$ cat src/rtl/ad_main_pkg.sv
`timescale 1ns/1ps
`default_nettype none
// +------------------------------------------------------------------+
// | ad_main_pkg                                                      |
// | FSM states and default timing for the AD7606 sequencer.          |
// | Rev 1.0                                                          |
// +------------------------------------------------------------------+
package ad_main_pkg;

  typedef enum logic [2:0] {
    RST_AD    = 3'd0,
    IDLE      = 3'd1,
    CONV      = 3'd2,
    WAIT_BUSY = 3'd3,
    READ      = 3'd4,
    TX        = 3'd5
  } ad_state_e;

  localparam int DEF_CLK_FREQ     = 50_000_000;
  localparam int DEF_BAUD         = 115200;
  localparam int DEF_SAMPLE_CYC   = 50_000;
  localparam int DEF_RST_CYC      = 10;
  localparam int DEF_CONV_LOW_CYC = 5;
  localparam int DEF_BUSY_DLY_CYC = 5;
  localparam int DEF_RD_LOW_CYC   = 3;
  localparam int DEF_RD_HIGH_CYC  = 2;

  // Width of the shared per-state cycle counter.
  localparam int CNT_W = 16;

  function automatic int bit_cycles(input int clk_freq, input int baud);
    return clk_freq / baud;
  endfunction

endpackage
`default_nettype wire

$ cat src/rtl/ad_main_function_uart_tx.sv
`timescale 1ns/1ps
`default_nettype none
// +------------------------------------------------------------------+
// | uart_tx                                                          |
// | 8N1 transmitter; busy from the cycle after start to stop-bit end.|
// | Rev 1.0                                                          |
// +------------------------------------------------------------------+
module uart_tx #(
  parameter int BIT_CYC = 434
) (
  input  logic       clk,
  input  logic       rst_n,
  input  logic [7:0] data,
  input  logic       start,
  output logic       tx,
  output logic       busy
);

  localparam int BW = $clog2(BIT_CYC + 1);
  localparam logic [BW-1:0] c_bit_last = BW'(BIT_CYC - 1);

  logic [BW-1:0] baud_cnt_q, baud_cnt_d;
  logic [3:0]    bit_idx_q, bit_idx_d;
  logic [7:0]    data_q, data_d;
  logic          tx_q, tx_d;
  logic          busy_q, busy_d;

  // bit_idx: 0 = start bit, 1..8 = data bits, 9 = stop bit
  always_comb begin
    baud_cnt_d = baud_cnt_q;
    bit_idx_d  = bit_idx_q;
    data_d     = data_q;
    tx_d       = tx_q;
    busy_d     = busy_q;
    if (!busy_q) begin
      if (start) begin
        busy_d     = 1'b1;
        tx_d       = 1'b0;
        data_d     = data;
        bit_idx_d  = 4'd0;
        baud_cnt_d = '0;
      end
    end else if (baud_cnt_q == c_bit_last) begin
      baud_cnt_d = '0;
      if (bit_idx_q == 4'd9) begin
        busy_d = 1'b0;
        tx_d   = 1'b1;
      end else begin
        bit_idx_d = bit_idx_q + 4'd1;
        tx_d      = (bit_idx_q == 4'd8) ? 1'b1 : data_q[bit_idx_q[2:0]];
      end
    end else begin
      baud_cnt_d = baud_cnt_q + BW'(1);
    end
  end

  always_ff @(posedge clk or posedge rst_n) begin
    if (rst_n) begin
      baud_cnt_q <= '0;
      bit_idx_q  <= '0;
      data_q     <= '0;
      tx_q       <= 1'b1;
      busy_q     <= 1'b0;
    end else begin
      baud_cnt_q <= baud_cnt_d;
      bit_idx_q  <= bit_idx_d;
      data_q     <= data_d;
      tx_q       <= tx_d;
      busy_q     <= busy_d;
    end
  end

  assign tx   = tx_q;
  assign busy = busy_q;

endmodule
`default_nettype wire

$ cat src/rtl/ad_main_function.sv
`timescale 1ns/1ps
`default_nettype none
// +------------------------------------------------------------------+
// | ad_main_function                                                 |
// | AD7606 conversion sequencer; reports channel 1 over UART 8N1.    |
// | Option macro: FRSTDATA_CHECK_EN (drop reads without FRSTDATA).   |
// | Rev 1.0                                                          |
// +------------------------------------------------------------------+
module ad_main_function
  import ad_main_pkg::*;
#(
  parameter int CLK_FREQ     = DEF_CLK_FREQ,
  parameter int BAUD         = DEF_BAUD,
  parameter int SAMPLE_CYC   = DEF_SAMPLE_CYC,
  parameter int RST_CYC      = DEF_RST_CYC,
  parameter int CONV_LOW_CYC = DEF_CONV_LOW_CYC,
  parameter int BUSY_DLY_CYC = DEF_BUSY_DLY_CYC,
  parameter int RD_LOW_CYC   = DEF_RD_LOW_CYC,
  parameter int RD_HIGH_CYC  = DEF_RD_HIGH_CYC
) (
  input  logic        clk,
  input  logic        rst_n,
  input  logic [15:0] ad_data,
  input  logic        ad_busy,
  input  logic        first_data,
  output logic [2:0]  ad_os,
  output logic        ad_cs,
  output logic        ad_rd,
  output logic        ad_reset,
  output logic        ad_convstab,
  output logic        tx_reg
);

  localparam int BIT_CYC = bit_cycles(CLK_FREQ, BAUD);
  localparam int PER_W   = $clog2(SAMPLE_CYC + 1);

  localparam logic [CNT_W-1:0] c_rst_last  = CNT_W'(RST_CYC - 1);
  localparam logic [CNT_W-1:0] c_conv_last = CNT_W'(CONV_LOW_CYC - 1);
  localparam logic [CNT_W-1:0] c_busy_dly  = CNT_W'(BUSY_DLY_CYC);
  localparam logic [CNT_W-1:0] c_rd_low    = CNT_W'(RD_LOW_CYC);
  localparam logic [CNT_W-1:0] c_rd_cap    = CNT_W'(RD_LOW_CYC - 1);
  localparam logic [CNT_W-1:0] c_rd_last   = CNT_W'(RD_LOW_CYC + RD_HIGH_CYC - 1);
  localparam logic [PER_W-1:0] c_per_last  = PER_W'(SAMPLE_CYC - 1);

  ad_state_e        state_q, state_d;
  logic [CNT_W-1:0] cnt_q, cnt_d;
  logic [2:0]       ch_q, ch_d;
  logic [PER_W-1:0] period_q, period_d;
  logic [15:0]      ch1_q, ch1_d;
  logic [1:0]       tx_phase_q, tx_phase_d;
  logic             discard_q, discard_d;

  logic             uart_start;
  logic [7:0]       uart_data;
  logic             uart_busy;
  logic             uart_tx_line;

`ifndef FRSTDATA_CHECK_EN
  logic unused_first_data;
  assign unused_first_data = first_data;
`endif

  always_comb begin
    state_d    = state_q;
    cnt_d      = cnt_q;
    ch_d       = ch_q;
    ch1_d      = ch1_q;
    tx_phase_d = tx_phase_q;
    discard_d  = discard_q;
    uart_start = 1'b0;
    // Period saturates at expiry so a late TX only defers the next CONV.
    period_d   = period_q;
    if ((state_q != RST_AD) && (period_q != c_per_last))
      period_d = period_q + PER_W'(1);

    unique case (state_q)
      RST_AD: begin
        if (cnt_q == c_rst_last) begin
          state_d = IDLE;
          cnt_d   = '0;
        end else begin
          cnt_d = cnt_q + CNT_W'(1);
        end
      end
      IDLE: begin
        if (period_q == c_per_last) begin
          state_d  = CONV;
          cnt_d    = '0;
          period_d = '0;
        end
      end
      CONV: begin
        if (cnt_q == c_conv_last) begin
          state_d = WAIT_BUSY;
          cnt_d   = '0;
        end else begin
          cnt_d = cnt_q + CNT_W'(1);
        end
      end
      WAIT_BUSY: begin
        if (cnt_q != c_busy_dly) begin
          cnt_d = cnt_q + CNT_W'(1);
        end else if (!ad_busy) begin
          state_d   = READ;
          cnt_d     = '0;
          ch_d      = '0;
          discard_d = 1'b0;
        end
      end
      READ: begin
        if ((ch_q == 3'd0) && (cnt_q == c_rd_cap)) begin
`ifdef FRSTDATA_CHECK_EN
          if (first_data) ch1_d = ad_data;
          else            discard_d = 1'b1;
`else
          ch1_d = ad_data;
`endif
        end
        if (cnt_q == c_rd_last) begin
          cnt_d = '0;
          if (ch_q == 3'd7) begin
            state_d    = discard_q ? IDLE : TX;
            tx_phase_d = 2'd0;
          end else begin
            ch_d = ch_q + 3'd1;
          end
        end else begin
          cnt_d = cnt_q + CNT_W'(1);
        end
      end
      TX: begin
        // phase 0: launch high byte; 1: launch low byte when free; 2: wait for stop end
        unique case (tx_phase_q)
          2'd0: begin
            uart_start = 1'b1;
            tx_phase_d = 2'd1;
          end
          2'd1: begin
            if (!uart_busy) begin
              uart_start = 1'b1;
              tx_phase_d = 2'd2;
            end
          end
          default: begin
            if (!uart_busy) state_d = IDLE;
          end
        endcase
      end
      default: state_d = RST_AD;
    endcase
  end

  always_ff @(posedge clk or posedge rst_n) begin
    if (rst_n) begin
      state_q    <= RST_AD;
      cnt_q      <= '0;
      ch_q       <= '0;
      period_q   <= '0;
      ch1_q      <= '0;
      tx_phase_q <= '0;
      discard_q  <= 1'b0;
    end else begin
      state_q    <= state_d;
      cnt_q      <= cnt_d;
      ch_q       <= ch_d;
      period_q   <= period_d;
      ch1_q      <= ch1_d;
      tx_phase_q <= tx_phase_d;
      discard_q  <= discard_d;
    end
  end

  assign uart_data = (tx_phase_q == 2'd0) ? ch1_q[15:8] : ch1_q[7:0];

  uart_tx #(
    .BIT_CYC (BIT_CYC)
  ) u_uart_tx (
    .clk   (clk),
    .rst_n (rst_n),
    .data  (uart_data),
    .start (uart_start),
    .tx    (uart_tx_line),
    .busy  (uart_busy)
  );

  assign ad_os       = 3'b000;
  assign ad_reset    = (state_q == RST_AD);
  assign ad_convstab = (state_q != CONV);
  assign ad_cs       = (state_q != READ);
  assign ad_rd       = !((state_q == READ) && (cnt_q < c_rd_low));
  assign tx_reg      = uart_tx_line;

endmodule
`default_nettype wire

$ cat config.mk
export PLATFORM = sky130hd
export DESIGN_NAME = ad_main_function
export DESIGN_NICKNAME = d
export VERILOG_FILES = /design/src/rtl/ad_main_pkg.sv /design/src/rtl/ad_main_function_uart_tx.sv /design/src/rtl/ad_main_function.sv
export SDC_FILE = /design/constraint.sdc
export NUM_CORES = 1
export LEC_CHECK = 0
export ABC_CLOCK_PERIOD_IN_PS = 5500
export CAP_MARGIN = 20
export CELL_PAD_IN_SITES_DETAIL_PLACEMENT = 1
export CELL_PAD_IN_SITES_GLOBAL_PLACEMENT = 1
export CORE_MARGIN = 3
export CORE_UTILIZATION = 50
export CTS_CLUSTER_SIZE = 16
export DETAILED_ROUTE_END_ITERATION = 10
export PLACE_DENSITY_LB_ADDON = 0.1
export SYNTH_ARGS = -nofsm -noshare
export SYNTH_HDL_FRONTEND = slang
export SYNTH_HIERARCHICAL = 1
export SYNTH_SLANG_ARGS = --single-unit
$ cat constraint.sdc
create_clock -name clk -period 5.5 [get_ports clk]
set_input_delay 0.825 -clock clk [delete_from_list [all_inputs] [get_ports clk]]
set_output_delay 0.825 -clock clk [all_outputs]
set_load 0.02 [all_outputs]
==> impl_metrics.env, run 1 <==
# yosys + openroad results
export IMPL_yosysWarnings=6
export IMPL_dpl_hpwl_um=6940
export IMPL_synth_edff_count=0
export IMPL_fin_cells=574
export IMPL_tool_warnings=35
export IMPL_finalClockPeriodUsage_pct=73.5
export IMPL_dp_slack_ns=1.63
export IMPL_slowest_delay_ns=0.67
export IMPL_pwr_share_seq_pct=42.0
export IMPL_fillers=953
export IMPL_grt_pass1_wl_um=17300
export IMPL_yosys_stat_chipArea_mm2=0.00444
export IMPL_postRouteAntennaNets=0
export IMPL_drv_cap=0
export IMPL_finClkSkew_ns=0.0151
export IMPL_largest_area_cell="dfrtp_1"
export IMPL_cts_resized=0
export IMPL_final_clkbuf_count=9
export IMPL_grt_setup_unrepaired="no"
export IMPL_min_delay_start="u_uart_tx/data_q[1]$_DFFE_PP0P_"
export IMPL_buf_share_pct=4.88
export IMPL_sh_comb_area_pct=46.2
export IMPL_antenna_found_initial=0
export IMPL_num_antenna_cells=0
export IMPL_r2r_end="cnt_q[8]$_DFFE_PP0P_"
export IMPL_wire_per_inst_um=17.0
export IMPL_r2r_slack_ns=1.60
export IMPL_die_w_um=100
export IMPL_whs_path_depth=2
export IMPL_postLayoutCellArea_mm2=0.00487
export IMPL_grt_pass1_vias=3636
export IMPL_ys_types=58
export IMPL_syn_mean_instance_area_um2=9.94
export IMPL_n_tap_cell=105
export IMPL_p_clk_w=0.000452
export IMPL_start_kind="register"
export IMPL_ys_seq_elements=79
export IMPL_top_cell_area_share_pct=43.9
export IMPL_synthArstFlopShare_pct=100
export IMPL_hold_viol=0
export IMPL_grt_start_max_net_pins=57
export IMPL_intPower_w=0.00129
export IMPL_max_freq_ghz=0.247
export IMPL_crit_family="simple AND/OR/NAND/NOR gates"
export IMPL_drc=0
export IMPL_htreeDepth=3
export IMPL_die_h_um=100
export IMPL_path_class="reg2out"
export IMPL_viasPerCell=5.91
export IMPL_hp_class="reg2reg"
export IMPL_maxSlewHeadroom_pct=35.4
export IMPL_cp_slowest_cell="or4_1"
export IMPL_r2r_start="period_q[5]$_DFF_PP0_"
export IMPL_comb_multi_input_count=332
export IMPL_largest_class="logic gates"
export IMPL_portBuffers=23
export IMPL_cts_root_buffer="clkbuf_8"
export IMPL_ys_cells=447
export IMPL_lay_top_cells="78 x dfrtp_1, 65 x nand2_1, 31 x nor2_1, 23 x clkdlybuf4s50_1, 22 x nand3_1"
export IMPL_signal_buffers=24
export IMPL_drt_pass1_iterations=4
export IMPL_seq_share_pct=40.6
export IMPL_comb_cell_power_w=0.000780
export IMPL_hold_buffers=0
export IMPL_seq_power_w=0.000894
export IMPL_top_cells_by_area="dfrtp_1 44%, nand2_1 5.5%, mux2_2 4.1%, ha_1 3.9%, mux2_4 3.4%"
export IMPL_logic_area_mm2=0.00225
export IMPL_worst_path_buf_inv=1
export IMPL_fp_coreArea_mm2=0.00842
export IMPL_areaGrowthSynthToFinish_pct=9.66
export IMPL_setup_ws_ns=1.46
export IMPL_p_total_w=0.00213
export IMPL_required_ns=4.68
export IMPL_power_leader="sequential cells"
export IMPL_cp_depth=5
export IMPL_die_area_mm2=0.0101
export IMPL_clockNetworkAreaShare_pct=4.19
export IMPL_min_period_ns=4.04
export IMPL_cts_sinks=79
export IMPL_p_per_area_mw_per_mm2=436
export IMPL_tritoncts="yes"
export IMPL_overflow=0
export IMPL_yosysSeqAreaShare_pct=44.5
export IMPL_cp_cell_sequence="or4_1 > or3_4 > or4_4 > or2_2 > clkdlybuf4s50_1"
export IMPL_holdPathEnd="u_uart_tx/data_q[1]$_DFFE_PP0P_"
export IMPL_slew_viol_final=0
export IMPL_p_leak_nw=2.26
export IMPL_design_seq_count=79
export IMPL_cp_max_fo=7
export IMPL_fp_util_pct=52.7
export IMPL_fin_util_pct=57.8
export IMPL_clk_pin_slew_ns=0.10
export IMPL_clock_latency_ns=0.36
export IMPL_worst_hold_slack_ns=0.487
export IMPL_layout_top_cell="dfrtp_1"
export IMPL_status="finished, final reports clean"
[run 1: kinds of logic after synthesis]
kind of cell,after synthesis,synth area share [%]
adder cells (fa/ha/maj),14,3.94
AND-OR/OR-AND,78,12.2
AND/OR/NAND/NOR,193,22.6
XOR/XNOR,13,2.56
multiplexers,31,9.13
buffers and inverters,38,4.93
flip-flops,79,44.5
other,1,0.0844
[run 1: routing by layer]
| layer | up-vias | share of wire [%] | global-route usage, % |
|---|---|---|---|
| met5 | - | 0 | 0 |
| met4 | 0 | 1.6 | 7.67 |
| met3 | 11 | 2.1 | 3.06 |
| met2 | 45 | 49 | 35.3 |
| met1 | 1709 | 47 | 28.2 |
| li1 | 1627 | - | - |
**Run 1: M1 wires**

Drawn at 4 px/um.
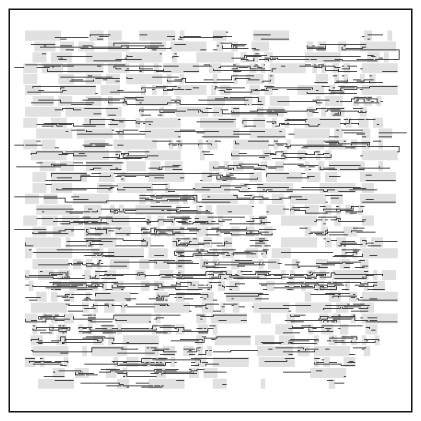
The wires run mostly horizontal. 447 nets have wire on it. The layer carries 4,640 um of wire.
final WL: 9780 um
met1 GRT Util: 28.2%

**Run 1: signal wires on met2**

Drawn at 4 px/um.
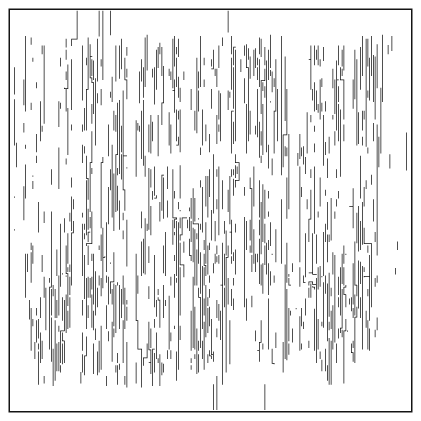
The longest straight run is 36.7 um. The layer holds 49% of the routed length. 445 nets have wire on it. The layer carries 4,770 um of wire.

**Run 1: met3 routing**

Drawn at 3 px/um.
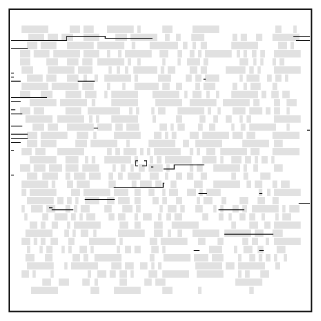
The longest straight run is 18.4 um. The layer carries 204 um of wire. The layer holds 2.1% of the routed length. The wires run mostly horizontal.
met3 GRT Util: 3.06%
routed vias: 3,392

**Run 1: routing congestion map**

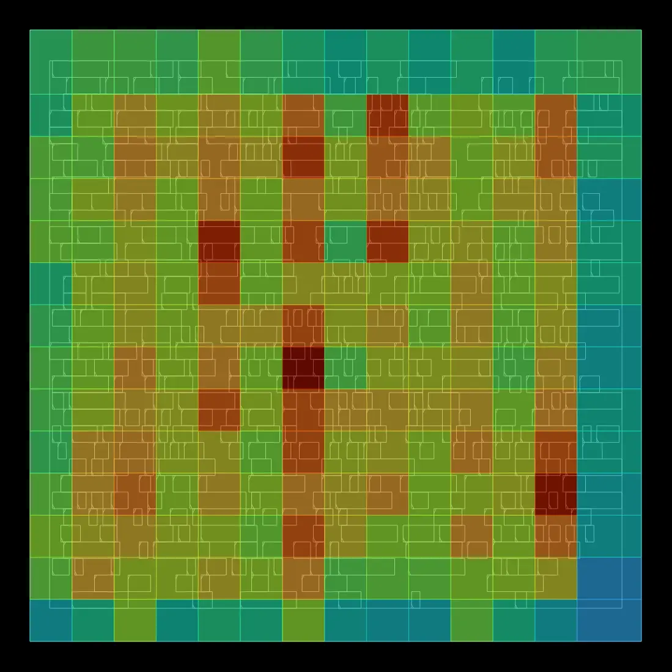

==> inputs of run 2 (changes only) <==
--- a/config.mk
+++ b/config.mk
@@ -5,12 +5,12 @@
 export SDC_FILE = /design/constraint.sdc
 export NUM_CORES = 1
 export LEC_CHECK = 0
-export ABC_CLOCK_PERIOD_IN_PS = 5500
+export ABC_CLOCK_PERIOD_IN_PS = 3800
 export CAP_MARGIN = 20
 export CELL_PAD_IN_SITES_DETAIL_PLACEMENT = 1
 export CELL_PAD_IN_SITES_GLOBAL_PLACEMENT = 1
 export CORE_MARGIN = 3
-export CORE_UTILIZATION = 50
+export CORE_UTILIZATION = 47
 export CTS_CLUSTER_SIZE = 16
 export DETAILED_ROUTE_END_ITERATION = 10
 export PLACE_DENSITY_LB_ADDON = 0.1
==> constraint.sdc (replaced) <==
create_clock -name clk -period 3.8 [get_ports clk]
set_input_delay 0.57 -clock clk [delete_from_list [all_inputs] [get_ports clk]]
set_output_delay 0.57 -clock clk [all_outputs]
set_load 0.02 [all_outputs]
**Run 2: routing congestion map**

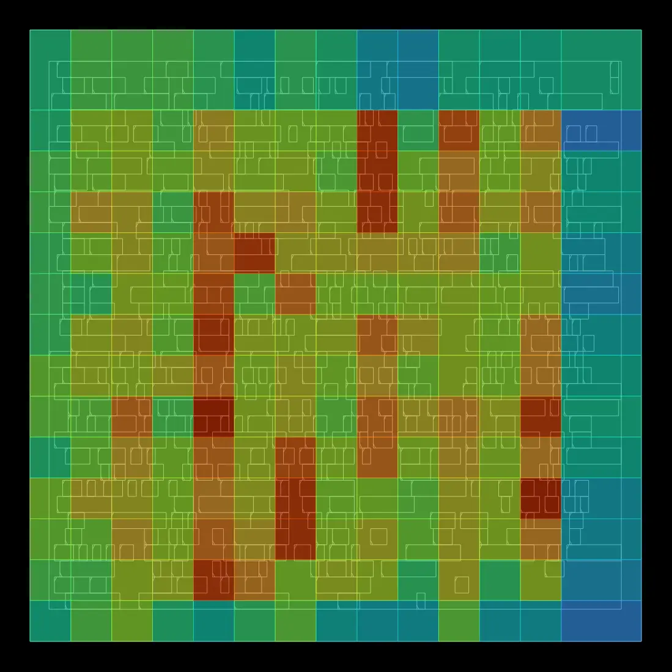
Total GRT Usage: 20.3%
routed len/inst: 16.9 um
GRT Max-Usage Layer: met2
met1 GRT Util: 28.7%

==> run 2 against run 1 <==
  * Worst hold slack improved by 0.0023 ns
  * Worst setup slack worse by 1.4 ns
  * Final cell count is 1.0% higher
  * Count of clock-buffer cells in the layout stayed put
  * Clock skew shrank 0.0019 ns
  * Clock power grew 59%
  * Die size increased by 6.0%
  * Highest routed layer unchanged
==> impl_metrics.env, run 2 <==
# yosys + openroad results
export IMPL_status="finished, final reports clean"
export IMPL_use_met2_pct=32.3
export IMPL_comb_cell_power_w=0.00112
export IMPL_largest_area_cell="dfrtp_1"
export IMPL_ys_cells=447
export IMPL_worst_hold_slack_ns=0.489
export IMPL_cts_sinks=79
export IMPL_grt_met3_usage_pct=2.68
export IMPL_start_kind="register"
export IMPL_max_freq_ghz=0.270
export IMPL_postRouteAntennaNets=0
export IMPL_min_delay_start="u_uart_tx/data_q[1]$_DFFE_PP0P_"
export IMPL_portBuffers=23
export IMPL_signal_buffers=27
export IMPL_r2r_start="period_q[5]$_DFF_PP0_"
export IMPL_p_per_area_mw_per_mm2=633
export IMPL_comb_multi_input_count=332
export IMPL_hold_viol=0
export IMPL_clockNetworkAreaShare_pct=4.63
export IMPL_yosysWarnings=6
export IMPL_pwr_share_seq_pct=41.1
export IMPL_min_period_ns=3.70
export IMPL_synthArstFlopShare_pct=100
export IMPL_synth_edff_count=0
export IMPL_die_h_um=103
export IMPL_top_cells_by_area="dfrtp_1 44%, nand2_1 5.5%, mux2_2 4.1%, ha_1 3.9%, mux2_4 3.4%"
export IMPL_postLayoutCellArea_mm2=0.00495
export IMPL_r2r_slack_ns=0.65
export IMPL_grt_pass1_vias=3484
export IMPL_buf_share_pct=5.51
export IMPL_maxSlewHeadroom_pct=37.2
export IMPL_yosysSeqAreaShare_pct=44.5
export IMPL_overflow=0
export IMPL_wl_met1_um=4810
export IMPL_fp_coreArea_mm2=0.00893
export IMPL_yosys_stat_chipArea_mm2=0.00444
export IMPL_die_area_mm2=0.0107
export IMPL_intPower_w=0.00195
export IMPL_path_class="reg2out"
export IMPL_finalClockPeriodUsage_pct=97.4
export IMPL_top_cell_area_share_pct=43.9
export IMPL_whs_path_depth=2
export IMPL_cp_slowest_cell="or4_4"
export IMPL_fillers=1012
export IMPL_syn_mean_instance_area_um2=9.94
export IMPL_ys_seq_elements=79
export IMPL_final_clkbuf_count=9
export IMPL_lay_top_cells="78 x dfrtp_1, 65 x nand2_1, 31 x nor2_1, 23 x clkdlybuf4s50_1, 22 x nand3_1"
export IMPL_layout_top_cell="dfrtp_1"
export IMPL_hp_class="reg2reg"
export IMPL_num_antenna_cells=0
export IMPL_hold_buffers=0
export IMPL_top_logic_kind="simple AND/OR/NAND/NOR gates"
export IMPL_logic_area_mm2=0.00226
export IMPL_design_seq_count=79
export IMPL_dr_total_vias=3332
export IMPL_cts_resized=0
export IMPL_ys_sh_mux_pct=9.13
export IMPL_ys_types=58
export IMPL_p_clk_w=0.000720
export IMPL_drv_cap=0
export IMPL_tritoncts="yes"
export IMPL_adder_share_pct=3.94
export IMPL_die_w_um=103
export IMPL_cts_root_buffer="clkbuf_8"
export IMPL_fin_cells=580
export IMPL_holdPathEnd="u_uart_tx/data_q[1]$_DFFE_PP0P_"
export IMPL_grt_start_max_net_pins=46
export IMPL_tool_warnings=35
export IMPL_cp_cell_sequence="or4_4 > or3_4 > or4_4 > or2_2 > clkdlybuf4s50_1"
export IMPL_simple_gate_share_pct=22.6
export IMPL_drt_pass1_iterations=4
export IMPL_slowest_delay_ns=0.61
run 2: worst max-delay path by stage:
stage / cells past startpoint / endpoint / slack, ns / start
6_report: 5 / ad_rd / 0.10 / cnt_q[8]$_DFFE_PP0P_
5_1_grt: 5 / ad_rd / 0.02 / cnt_q[8]$_DFFE_PP0P_
4_1_cts: 5 / ad_rd / 0.005 / cnt_q[8]$_DFFE_PP0P_
3_5_place_dp: 5 / ad_rd / 0.45 / cnt_q[8]$_DFFE_PP0P_
3_3_place_gp: 5 / ad_rd / 0.45 / cnt_q[8]$_DFFE_PP0P_
2_1_floorplan: 7 / ch1_q[0]$_DFFE_PP0P_ / 0.99 / cnt_q[8]$_DFFE_PP0P_
**Run 2: met3 routing**

Drawn at 3 px/um.
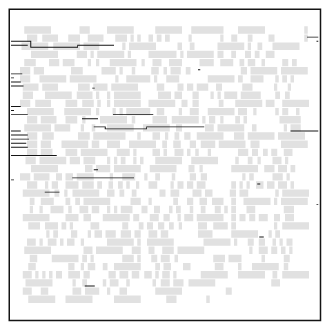

==> inputs of run 3 (changes only) <==
--- a/config.mk
+++ b/config.mk
@@ -10,7 +10,7 @@
 export CELL_PAD_IN_SITES_DETAIL_PLACEMENT = 1
 export CELL_PAD_IN_SITES_GLOBAL_PLACEMENT = 1
 export CORE_MARGIN = 3
-export CORE_UTILIZATION = 47
+export CORE_UTILIZATION = 35
 export CTS_CLUSTER_SIZE = 16
 export DETAILED_ROUTE_END_ITERATION = 10
 export PLACE_DENSITY_LB_ADDON = 0.1
**Run 3: met3 routing**

Drawn at 2 px/um.
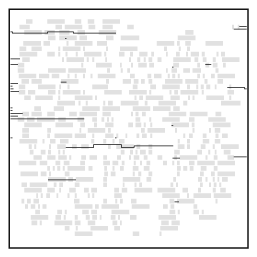
19 nets have wire on it. The layer holds 2.3% of the routed length.

==> run 3 against run 2 <==
  * Final area grew 3.1%
  * Highest routed layer unchanged
  * Worst setup slack improved by 0.020 ns
  * Fmax up 0.55%
  * Global-route usage decreased by 4.9 points
  * Final cell count increased by 11%
  * Worst hold slack worse by 0.018 ns
  * Die size grew 32%
  * Combinational power about the same
  * Synthesized cell count unchanged
  * Sequential share of layout area fell by 1.2 points
  * Critical path type unchanged
  * Sequential power is essentially flat
==> impl_metrics.env, run 3 <==
# yosys + openroad results
export IMPL_clk_pin_slew_ns=0.06
export IMPL_r2r_slack_ns=0.82
export IMPL_postLayoutCellArea_mm2=0.00510
export IMPL_slew_viol_final=0
export IMPL_hold_viol=0
export IMPL_required_ns=3.23
export IMPL_ys_types=58
export IMPL_whs_path_depth=2
export IMPL_viasPerCell=5.22
export IMPL_grt_pass1_wl_um=17700
export IMPL_fp_util_pct=36.4
export IMPL_lay_top_cells="78 x dfrtp_1, 65 x nand2_1, 31 x nor2_1, 23 x clkdlybuf4s50_1, 22 x nand3_1"
export IMPL_yosysWarnings=6
export IMPL_grt_setup_unrepaired="no"
export IMPL_portBuffers=23
export IMPL_finalClockPeriodUsage_pct=96.8
export IMPL_setup_ws_ns=0.120
export IMPL_r2r_start="cnt_q[8]$_DFFE_PP0P_"
export IMPL_cp_depth=5
export IMPL_adder_share_pct=3.94
export IMPL_crit_path_end="ad_rd"
export IMPL_die_h_um=119
export IMPL_worst_hold_slack_ns=0.471
export IMPL_status="finished, final reports clean"
export IMPL_simple_gate_share_pct=22.6
export IMPL_yosys_stat_chipArea_mm2=0.00444
export IMPL_p_per_area_mw_per_mm2=642
export IMPL_clock_latency_ns=0.34
export IMPL_finalWirelength_um=9920
export IMPL_crit_family="simple AND/OR/NAND/NOR gates"
export IMPL_areaGrowthSynthToFinish_pct=14.8
export IMPL_p_leak_nw=2.32
export IMPL_ys_sh_mux_pct=9.13
export IMPL_largest_area_cell="dfrtp_1"
export IMPL_finClkSkew_ns=0.00759
export IMPL_r2r_end="cnt_q[8]$_DFFE_PP0P_"
export IMPL_min_delay_start="u_uart_tx/data_q[5]$_DFFE_PP0P_"
export IMPL_synth_edff_count=0
export IMPL_routed_wl_met2_um=4430
export IMPL_fin_util_pct=41.8
export IMPL_antenna_found_initial=0
export IMPL_ys_seq_elements=79
export IMPL_yosysSeqAreaShare_pct=44.5
export IMPL_synth_xor_area_share_pct=2.56
export IMPL_dp_slack_ns=0.407
export IMPL_cp_max_fo=7
export IMPL_tool_warnings=35
export IMPL_worst_path_buf_inv=1
export IMPL_min_period_ns=3.68
export IMPL_cts_root_buffer="clkbuf_16"
export IMPL_dpl_hpwl_um=7140
export IMPL_hp_class="reg2reg"
export IMPL_layout_top_cell="dfrtp_1"
export IMPL_slowest_delay_ns=0.61
export IMPL_tritoncts="yes"
export IMPL_drv_cap=0
export IMPL_htreeDepth=3
export IMPL_grt_pass1_vias=3546
export IMPL_die_area_mm2=0.0141
export IMPL_max_freq_ghz=0.272
export IMPL_cp_cell_sequence="or4_4 > or3_4 > or4_4 > or2_2 > clkdlybuf4s50_1"
export IMPL_drt_pass1_iterations=4
export IMPL_cp_slowest_cell="or4_4"
export IMPL_wire_per_inst_um=15.5
export IMPL_path_class="reg2out"
==> run 3: cell counts after synthesis <==
Identical to the previous run, type by type.
==> run 3: power by group <==
part / total [W] / switching [W] / internal [W]
sequential: 0.00129 / 0.000242 / 0.00105
combinational: 0.00115 / 0.000615 / 0.000538
clock: 0.000834 / 0.000367 / 0.000467
total: 0.00327 / 0.00122 / 0.00205
==> run 3: area by class of cell <==
class,instances,area [um^2],area share [%]
Tap cell,168,210,4.12
Sequential cell,79,1980,38.8
Clock inverter,5,41.3,0.810
Clock buffer,11,243,4.76
Multi-Input combinational cell,332,2260,44.4
Inverter,18,67.6,1.33
Timing Repair Buffer,29,295,5.79
==> run 3: what timing repair did <==
item | CTS | global route
endpoints found under the setup margin | 0 | 1
hold buffers | 0 | 0
gates resized | 0 | 3
hold endpoints to repair | 0 | 0
Power and IR drop assume default switching activity.
